**src/rtl/qupls4_agen_sched.sv**
```systemverilog
`timescale 1ns/1ps
// Round-robin scheduler that shares one address generator among NREQ requesters.
// Runs one or two agen passes per op (two when the op crosses a cache line) and waits for TLB acceptance.
module qupls4_agen_sched #(
    parameter int NREQ = 4,
    parameter int TMO  = 16
) (
    input  logic                      clk,
    input  logic                      rst,
    input  logic [NREQ-1:0]           req,
    input  logic [NREQ-1:0]           xline,
    input  logic                      flush,
    input  logic                      tlb_v,
    output logic [NREQ-1:0]           gnt,
    output logic [$clog2(NREQ)-1:0]   sel,
    output logic                      agen_out,
    output logic                      agen_next,
    output logic                      done,
    output logic [$clog2(NREQ)-1:0]   done_id,
    output logic                      busy,
    output logic                      tmo_err
);

    localparam int SW = $clog2(NREQ);
    localparam int TW = $clog2(TMO + 1);

    typedef enum logic [2:0] {
        IDLE  = 3'd0,
        REQ1  = 3'd1,
        WAIT1 = 3'd2,
        REQ2  = 3'd3,
        WAIT2 = 3'd4
    } state_t;

    state_t          state_q;
    logic [SW-1:0]   ptr_q;
    logic [TW-1:0]   timer_q;
    logic            xl_q;
    logic [NREQ-1:0] gnt_q;
    logic [SW-1:0]   sel_q;
    logic            agen_out_q;
    logic            agen_next_q;
    logic            done_q;
    logic [SW-1:0]   done_id_q;
    logic            busy_q;
    logic            tmo_q;

    logic            found_d;
    logic [SW-1:0]   pick_d;
    logic [SW-1:0]   ptr_d;
    logic [NREQ-1:0] gnt_d;
    logic [SW:0]     sum_d;
    logic [SW:0]     inc_d;

    // First requesting index at or after ptr, wrapping modulo NREQ.
    always_comb begin
        found_d = 1'b0;
        pick_d  = '0;
        sum_d   = '0;
        for (int k = 0; k < NREQ; k++) begin
            sum_d = {1'b0, ptr_q} + (SW+1)'(k);
            if (sum_d >= (SW+1)'(NREQ))
                sum_d = sum_d - (SW+1)'(NREQ);
            if (!found_d && req[sum_d[SW-1:0]]) begin
                found_d = 1'b1;
                pick_d  = sum_d[SW-1:0];
            end
        end
        inc_d = {1'b0, pick_d} + (SW+1)'(1);
        ptr_d = (inc_d == (SW+1)'(NREQ)) ? '0 : inc_d[SW-1:0];
        gnt_d = NREQ'(1) << pick_d;
    end

    always_ff @(posedge clk) begin
        if (rst) begin
            state_q     <= IDLE;
            ptr_q       <= '0;
            timer_q     <= '0;
            xl_q        <= 1'b0;
            gnt_q       <= '0;
            sel_q       <= '0;
            agen_out_q  <= 1'b0;
            agen_next_q <= 1'b0;
            done_q      <= 1'b0;
            done_id_q   <= '0;
            busy_q      <= 1'b0;
            tmo_q       <= 1'b0;
        end else begin
            agen_out_q  <= 1'b0;
            agen_next_q <= 1'b0;
            done_q      <= 1'b0;
            tmo_q       <= 1'b0;
            if (flush) begin
                state_q <= IDLE;
                gnt_q   <= '0;
                busy_q  <= 1'b0;
                timer_q <= '0;
            end else begin
                case (state_q)
                    IDLE: begin
                        if (found_d) begin
                            sel_q      <= pick_d;
                            gnt_q      <= gnt_d;
                            xl_q       <= xline[pick_d];
                            ptr_q      <= ptr_d;
                            agen_out_q <= 1'b1;
                            busy_q     <= 1'b1;
                            state_q    <= REQ1;
                        end
                    end
                    REQ1: begin
                        timer_q <= '0;
                        state_q <= WAIT1;
                    end
                    WAIT1: begin
                        if (tlb_v && xl_q) begin
                            agen_out_q  <= 1'b1;
                            agen_next_q <= 1'b1;
                            state_q     <= REQ2;
                        end else if (tlb_v) begin
                            done_q    <= 1'b1;
                            done_id_q <= sel_q;
                            gnt_q     <= '0;
                            busy_q    <= 1'b0;
                            state_q   <= IDLE;
                        end else if (timer_q == TW'(TMO - 1)) begin
                            tmo_q   <= 1'b1;
                            gnt_q   <= '0;
                            busy_q  <= 1'b0;
                            state_q <= IDLE;
                        end else begin
                            timer_q <= timer_q + TW'(1);
                        end
                    end
                    REQ2: begin
                        timer_q <= '0;
                        state_q <= WAIT2;
                    end
                    WAIT2: begin
                        if (tlb_v) begin
                            done_q    <= 1'b1;
                            done_id_q <= sel_q;
                            gnt_q     <= '0;
                            busy_q    <= 1'b0;
                            state_q   <= IDLE;
                        end else if (timer_q == TW'(TMO - 1)) begin
                            tmo_q   <= 1'b1;
                            gnt_q   <= '0;
                            busy_q  <= 1'b0;
                            state_q <= IDLE;
                        end else begin
                            timer_q <= timer_q + TW'(1);
                        end
                    end
                    default: begin
                        gnt_q   <= '0;
                        busy_q  <= 1'b0;
                        state_q <= IDLE;
                    end
                endcase
            end
        end
    end

    assign gnt       = gnt_q;
    assign sel       = sel_q;
    assign agen_out  = agen_out_q;
    assign agen_next = agen_next_q;
    assign done      = done_q;
    assign done_id   = done_id_q;
    assign busy      = busy_q;
    assign tmo_err   = tmo_q;

endmodule

```
**config.mk**
```make
export PLATFORM = sky130hd
export DESIGN_NAME = qupls4_agen_sched
export DESIGN_NICKNAME = d
export VERILOG_FILES = /design/src/rtl/qupls4_agen_sched.sv
export SDC_FILE = /design/constraint.sdc
export NUM_CORES = 1
export LEC_CHECK = 0
export ABC_AREA = 1
export CORE_MARGIN = 4
export CORE_UTILIZATION = 55
export DETAILED_ROUTE_END_ITERATION = 8
export PLACE_DENSITY = 0.83
export SYNTH_ARGS = -nofsm -noshare
export SYNTH_HDL_FRONTEND = slang
export SYNTH_SLANG_ARGS = --single-unit
```
**constraint.sdc**
```tcl
create_clock -name clk -period 5.72 [get_ports clk]
set_input_delay 1.716 -clock clk [delete_from_list [all_inputs] [get_ports clk]]
set_output_delay 1.716 -clock clk [all_outputs]
set_load 0.02 [all_outputs]
```
Metal layers overlaid:
Two of the layers only.
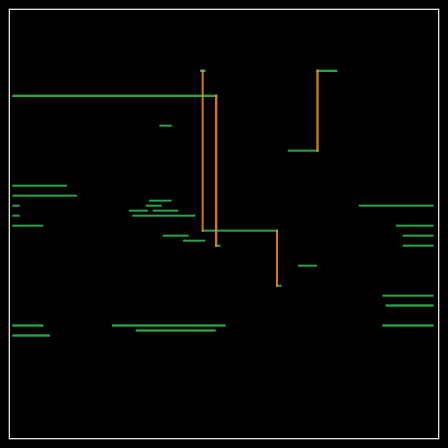
metal 3: shown in green, wire length 170 microns. metal 4: shown in orange, wire length 60.5 microns.

Ports around the boundary:
Pins as bars across the die edge, other pins in gray.
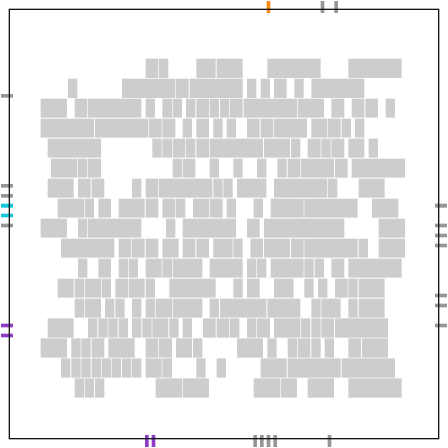
tlb_v: shown in orange, pins 1, direction input, edge top. sel: shown in cyan, pins 2, direction output, edge left. req: shown in purple, pins 4, direction input, edge 2 bottom, 2 left.
All pins by edge: 8 left, 7 right, 7 bottom, 3 top.
PortBufs: 24
overall die width: 58.3 microns
Die Span Y: 58.3 microns

==> run_summary.xml <==
<?xml version="1.0" encoding="UTF-8"?>
<metrics>
  <group name="drt">
    <metric name="via_count" unit="">1378</metric>
    <metric name="drc_marker_count_from_the_first_detailed_route_iteration" unit="">44</metric>
    <metric name="wire_per_inst" unit="microns">12.1</metric>
    <metric name="drcViolationCount" unit="">0</metric>
    <metric name="routed_via_density" unit="">5.34</metric>
    <metric name="ant_nets" unit="">0</metric>
  </group>
  <group name="placement">
    <metric name="post_dp_cell_area" unit="sq um">1650</metric>
  </group>
  <group name="die">
    <metric name="floorplan.initialDensity" unit="">0.605</metric>
    <metric name="placeableCoreArea" unit="sq um">2300</metric>
    <metric name="die_outline_area" unit="sq um">3390</metric>
  </group>
  <group name="synth">
    <metric name="synthesis.nets" unit="">222</metric>
    <metric name="yosys_warnings" unit="">0</metric>
    <metric name="syn-cell-area" unit="sq um">1390</metric>
    <metric name="synth-seq-cells" unit="">24</metric>
  </group>
  <group name="pwr">
    <metric name="internal_power" unit="mW">0.419</metric>
    <metric name="switching_share" unit="">0.470</metric>
    <metric name="pwr-share-clk" unit="">0.161</metric>
    <metric name="power-per-cell-area" unit="nW/um^2">465</metric>
    <metric name="share_of_power_burned_in_combinational_logic" unit="">0.558</metric>
  </group>
  <group name="global_route">
    <metric name="number_of_global_route_vias_before_repair" unit="">1282</metric>
    <metric name="grt_usage" unit="">0.203</metric>
    <metric name="grt_first_pass_wirelength" unit="microns">5270</metric>
  </group>
  <group name="timing">
    <metric name="slew_headroom" unit="">0.705</metric>
    <metric name="setup_ws" unit="ns">2.46</metric>
    <metric name="fmax" unit="MHz">307</metric>
    <metric name="max_slew.worst_pin.slew" unit="ns">0.442</metric>
    <metric name="skew" unit="ns">0.00768</metric>
    <metric name="final_min_period_over_clock_period" unit="">0.570</metric>
    <metric name="min_period" unit="ns">3.26</metric>
    <metric name="setup_tns" unit="ns">0</metric>
  </group>
  <group name="finish">
    <metric name="layout.core_utilization" unit="">0.741</metric>
    <metric name="lay_top_count" unit="">nand2_1</metric>
    <metric name="n_antenna_cell" unit="">0</metric>
    <metric name="finalInstanceArea" unit="sq um">1700</metric>
    <metric name="top_cells_excl_fill_tap" unit="">nand2_1 (49), inv_1 (32), dfxtp_1 (24), clkdlybuf4s50_1 (24), a21oi_1 (20)</metric>
    <metric name="nNetsFinal" unit="">249</metric>
  </group>
  <group name="clocking">
    <metric name="cts_htree_levels" unit="">1</metric>
    <metric name="ctsRootBufferMaster" unit="">clkbuf_4</metric>
    <metric name="clock_sinks" unit="">24</metric>
    <metric name="clkTransAtPathRegs" unit="ns">0.14</metric>
    <metric name="cts.hold.buffers_added" unit="">0</metric>
    <metric name="cts-resized-gates" unit="">0</metric>
    <metric name="numCtsBuffers" unit="">3</metric>
    <metric name="tritoncts" unit="">done</metric>
  </group>
  <group name="run_status">
    <metric name="outcome" unit="">complete, no violations</metric>
  </group>
  <group name="critical_path">
    <metric name="critical_path.endpoint_type" unit="">register</metric>
    <metric name="critPathLaunchType" unit="">primary input</metric>
  </group>
  <group name="job">
    <metric name="cap_violations" unit="">0</metric>
    <metric name="tool_warnings" unit="">29</metric>
  </group>
</metrics>
Track usage over the die:
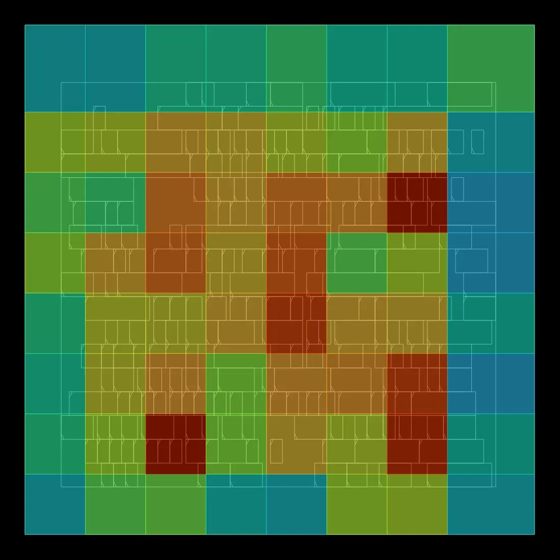
GR met2 Demand/Resource: 0.342
met3 usage in global routing: 0.0579

[synth_stat cells, drive strengths merged]
master / count / area, sq um
dfxtp: 24 / 480
clkbuf: 1 / 3.75
nand4: 3 / 18.8
a211oi: 1 / 7.51
inv: 36 / 138
nand3: 19 / 130
nor4: 1 / 6.26
buf: 1 / 11.3
nor2: 15 / 71.3
o21ai: 12 / 60.1
a21oi: 20 / 100
ha: 6 / 75.1
nand2: 59 / 251
o211a: 1 / 10.0
nor3: 5 / 25.0
[final timing paths]
| kind | from | end | slack [ns] | cells after the start |
|---|---|---|---|---|
| worst max register to register | ptr_q[0] | ptr_q[1] | 3.51 | 12 |
| worst min-delay path | done_id[1] | done_id[1] | 0.46 | 2 |
| worst min register to register | done_id[1] | done_id[1] | 0.46 | 2 |
| worst max-delay path | req[1] | ptr_q[1] | 2.46 | 12 |
[critical path: stages]
cell and delay (ns):
clkdlybuf4s50_1 0.42, inv_1 0.09, nand2_2 0.05, nand3_1 0.13, nand2_2 0.09, nor2_4 0.18, nand3_4 0.13, nand3_4 0.14
inv_1 0.08, ha_1 0.29, o21ai_1 0.13, a21oi_1 0.05
[per-stage QoR]
stage	hold slack, ns	std cells
4_1_cts	0.461	258
6_report	0.458	258
5_1_grt	0.479	258
3_5_place_dp	0.435	254
3_3_place_gp	0.439	254
2_1_floorplan	0.435	204
[power groups by stage]
stage / combinational (mW) / sequential (mW) / clock [mW]
2_1_floorplan: 0.321 / 0.233 / 0
3_3_place_gp: 0.418 / 0.224 / 0
3_5_place_dp: 0.434 / 0.225 / 0
4_1_cts: 0.440 / 0.222 / 0.128
5_1_grt: 0.486 / 0.227 / 0.135
6_report: 0.441 / 0.222 / 0.127
[flip-flops by register name, summed over array words and instances, names as in the netlist, 2 cells and up]
signal / count
done_id: 2
gnt: 4
ptr_q: 2
sel: 2
state_q: 3
timer_q: 5
[layout make-up]
cell class              count  area (sq um)
clock inverters             1          30.0
multi-input cells         142           756
repair buffers             24           240
well taps                  28          35.0
fillers                   187           596
flip-flops and latches     24           480
inverters                  36           138
clock buffers               3          22.5
[cell families (layout without fill, tap and decap cells)]
logic type,Yosys count,after routing,share of synthesized area
buffers and inverters,38,64,0.110
adders and majority gates,6,6,0.0541
DFF,24,24,0.346
AOI/OAI and AO/OA,34,34,0.128
and+or+nand+nor,102,102,0.362
[per-layer routing]
| metal | global-route usage | routed length, microns |
|---|---|---|
| met4 | 0.0993 | 60 |
| met1 | 0.233 | 1390 |
| met5 | 0 | 0 |
| met3 | 0.0579 | 170 |
| met2 | 0.342 | 1510 |
Power is estimated from default activity; no workload was simulated.
